### Clock network drawn from the DEF

Scale bar: 10 um.
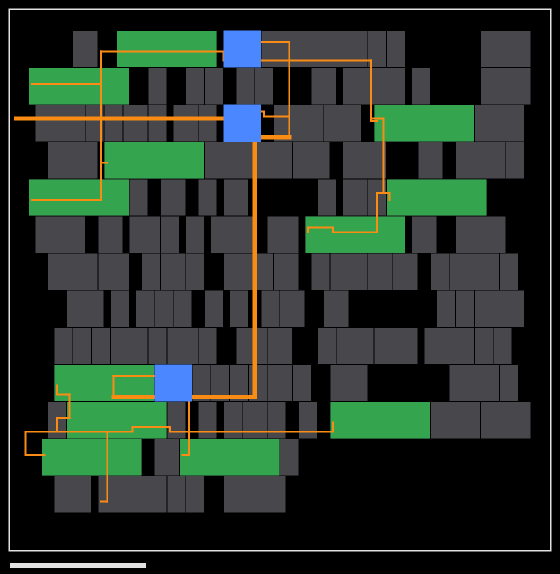
### Sequential cells grouped by signal name

Scale bar: 10 um. Other sequential cells in the stronger grey, the rest of the logic in the fainter grey.
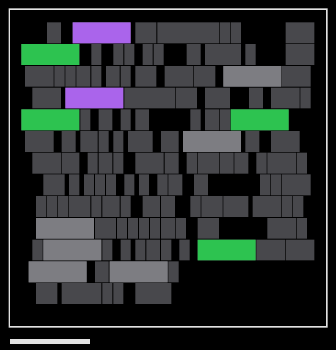
### Cells coloured by class

Scale bar: 10 um.
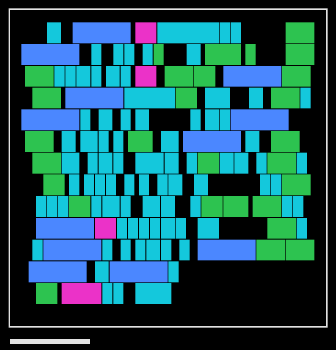
### Gate families picked out

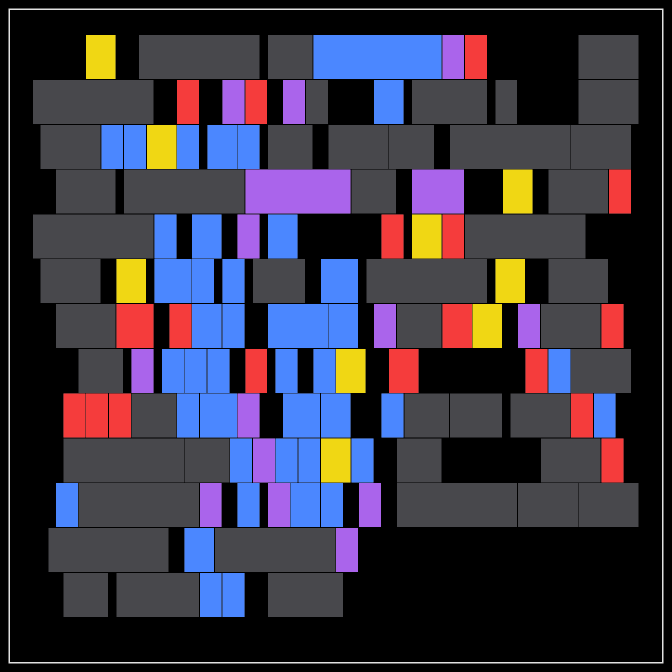
Design or_nway_accum_flat, sky130hd; sources not shown.
==> run notes <==
Synthesis and PnR results.

- Counting flops and latches in the post-synthesis netlist gives 12.
- The max-capacitance violation count is 0.
- The number of buffers and inverters on the critical path is 1.
- Counting pins that exceed their max-slew limit in the final report gives 0.
- The via density per instance is about 5.0.
- The worst setup path is captured at a primary output.
- In the post-route report, total wirelength is listed as approximately 1700 um.
- The final period demand of the worst path reads between 1500 and 2000 ps.
- During synthesis, Yosys emitted a total of 0 warnings.
- Each instance of the synthesized netlist takes up on average approximately 7 um^2.
- The sequential fraction of the synthesis area reads 35.4%.
- The run finished with clean final reports.
- The number of instances in the placed design reads approximately 140.
- The gate-level netlist out of Yosys references 20 unique cell types.
- The final weighted congestion of routability-driven global placement reads 0.819.
- The area of placed instances is 957 um^2.
- Setup repair after global routing left no endpoint under its margin.
- The transition time of the tightest slew-check pin is 430 ps.
- The combinational power share reads about a quarter.
- The critical path's largest stage delay is 670 ps.
- The number of cells on the worst reg-to-reg path is 8.
- Buffers added to address setup during post-CTS repair amount to 0.
- The total routing resource utilization after global routing reads 23.4%.
- The async set or reset register ratio after synthesis is 0%.
- TritonCTS built the clock tree.
- The power density normalized to cell area is 685 mW/mm^2.
- The sequential fraction of design power is a little over two fifths.
- The final setup slack of the worst path reads 48.1 ps.
- The wire length of the first global-routing pass is between 2000 and 2500 um.
- The minimum hold slack is 464 ps.
- Note, the detailed placer reported a final HPWL of approximately 1300 um.
- The final critical-path share of the clock period is between 90% and 100%.
- The clock root buffer master is sky130_fd_sc_hd__clkbuf_4.
- The largest fanout on the critical path reads 2.
- The signal arrival time at the worst endpoint reads between 1000 and 1500 ps.
- The maximum clock frequency reads approximately 0.54 GHz.
- From bottom edge to top edge, the die measures 39.6 um.
- The cell count in the Yosys report reads ~97.
- In the layout the commonest cells are 26 x sky130_fd_sc_hd__nand2_1, 15 x sky130_fd_sc_hd__nor2_1, 15 x sky130_fd_sc_hd__clkdlybuf4s50_1.
- The total negative slack for setup checks is 0 ps.
- The number of design rule violations left after detail routing reads 0.
- The core box area reads about 0.0013 mm^2.
- The cell type group with the largest total delay on the critical path reads buffers and inverters.
- The switching power as a share of total power is a little under 30%.
- The via count of the first global-routing pass is 608.
- The overall overflow remaining after global route is 0.
- The count of mapped cells out of synthesis is 97.
- The final-report setup violation count is 0.
- The area reported by Yosys stat is a little under 700 um^2.
- The via count reads 715.
- The cell internal power dissipation is ~0.00047 W.
- The worst hold path cell count reads 1.
- After synthesis the cells add up to just under 700 um^2.
- The number of fill cells in the layout reads around 110.
- The clock latency on the worst-skew pair reads 290 ps.
- The worst-case clock buffer depth reads 2.
- The type of the worst min-delay path reads flip-flop to flip-flop.
- Once detail routing completed, the nets flagged for antenna violations numbered 0.
- The largest net degree at the start of global routing reads 10.
- For this run, the leading register cell type out of synthesis is sky130_fd_sc_hd__dfxtp_1.
- The register-to-register setup slack is 390 ps.
- The effective utilization at floorplan is between 50 and 60%.
- The required time at the worst-slack endpoint reads between 1000 and 1500 ps.
- The detailed router's first-iteration violation count is 18.
- The clock transition at the registers of the reported paths reads about 80 ps.
- The net count after synthesis is ~110.
- Pin placement for this block handled 21 I/O pins.
- The number of logged tool warnings reads 26.
- For this design the static power due to leakage is around 0.45 nW.
- Looking at the setup timing report, the critical path kind is flip-flop to primary output.
- The total die size is between 0.0015 and 0.002 mm^2.
- Per STA, the worst path is made up of dlygate4sd3_1.
- The post-cts sizing count is 9.
- The pre-CTS setup slack is -464 ps.
- Buffers inserted to repair hold after CTS numbered 0.
- The cell with the biggest individual delay on the critical path reads sky130_fd_sc_hd__dlygate4sd3_1.
- The max-slew headroom at the worst pin is between 70% and 80%.
- STA classifies the critical path startpoint as a flip-flop.
- The width of the die is 39.6 um.
- TritonRoute output was used to compute an average wire per cell of about 12 um.
- The antenna diode instance count reads 0.
- Per the run report, area growth between synthesis and finish was 41.1%.
- The number of clock buffers inserted by TritonCTS is 3.
- The number of antenna violations at the first check in global routing reads 0.
- The post-route netlist has ~15% of its cells at a drive strength greater than 1.
- The count of final hold-check violations is 0.
- The power report puts the net switching power at around 0.00019 W.
- For this run, the detailed router's first-pass iteration total came to 4.
- The total design power reads around 0.00066 W.
- The number of enable-type register cells in the synthesized netlist reads 0.
About 'Clock network drawn from the DEF':
Blue marks cells driving clock nets, count 3. Orange marks clock wires, length 177 um. Green marks flip-flops, count 12.
There are 4 routed clock nets.
worst clock skew: 3.41 ps
clock power share: 32.6%

About 'Sequential cells grouped by signal name':
Purple marks u_core.state_q, sequential cells 2. Green marks u_core.bus.out_beats, sequential cells 4.
register area: 240 um^2
Final Util: 73.6%
Sequential Power: 0.000282 W

About 'Cells coloured by class':
Magenta marks clock drivers and dummy loads, cells 4. Blue marks flip-flops, cells 12. Cyan marks all other logic, cells 85. Green marks other buffers and delay cells, cells 28.
final instance area: 957 um^2
Seq/total area: 25.1%
standard-cell rows: 13

About 'Gate families picked out':
Blue marks NAND gates, cells 41. Purple marks inverters, cells 15. Red marks NOR gates, cells 18. Yellow marks inverting AOI/OAI gates, cells 9.
most common library cell in the layout ignoring fill and taps: sky130_fd_sc_hd__nand2_1
non-filler cells in the finished layout: 144
fraction of standard cell area in multi-input logic: 35.2%

Yosys cell counts (2+ instances only):
library cell	n	share of area, %
sky130_fd_sc_hd__inv_1	13	7.2
sky130_fd_sc_hd__nand3_1	7	5.2
sky130_fd_sc_hd__dfxtp_1	12	35
sky130_fd_sc_hd__nand2_2	2	1.8
sky130_fd_sc_hd__nand3_2	2	3.0
sky130_fd_sc_hd__nand4_1	2	1.8
sky130_fd_sc_hd__o21ai_1	3	2.2
sky130_fd_sc_hd__a21oi_1	5	3.7
sky130_fd_sc_hd__nand2_1	26	14
sky130_fd_sc_hd__nor2_1	15	8.3
cell type report:
type / instances / area, um^2 / share of cell area, %
multi-input combinational: 70 / 337 / 35.2
timing repair buffer: 28 / 250 / 26.1
sequential: 12 / 240 / 25.1
inverter: 15 / 75.1 / 7.84
clock buffer: 4 / 36.3 / 3.79
tap: 15 / 18.8 / 1.96
logic make-up after synthesis:
group | after synthesis | synth area share [%]
AND/OR/NAND/NOR | 59 | 43.4
buffers and inverters | 15 | 11.1
flip-flops | 12 | 35.4
AND-OR/OR-AND | 10 | 8.30
adder cells (fa/ha/maj) | 1 | 1.84
metal layers:
layer,up-vias,wire length [um],track usage [%]
met5,-,0,0
li1,373,-,-
met1,307,716,26.8
met3,2,128,5.68
met4,0,19,9.48
met2,33,809,40.6
power by group through the flow:
stage          Clock [W]  Sequential, W  Combinational [W]
6_report        0.000214       0.000282           0.000160
2_1_floorplan          0       0.000296          0.0000796
4_1_cts         0.000211       0.000282           0.000169
3_3_place_gp           0       0.000287           0.000163
5_1_grt         0.000220       0.000285           0.000176
3_5_place_dp           0       0.000288           0.000169
Power is estimated from default activity; no workload was simulated.
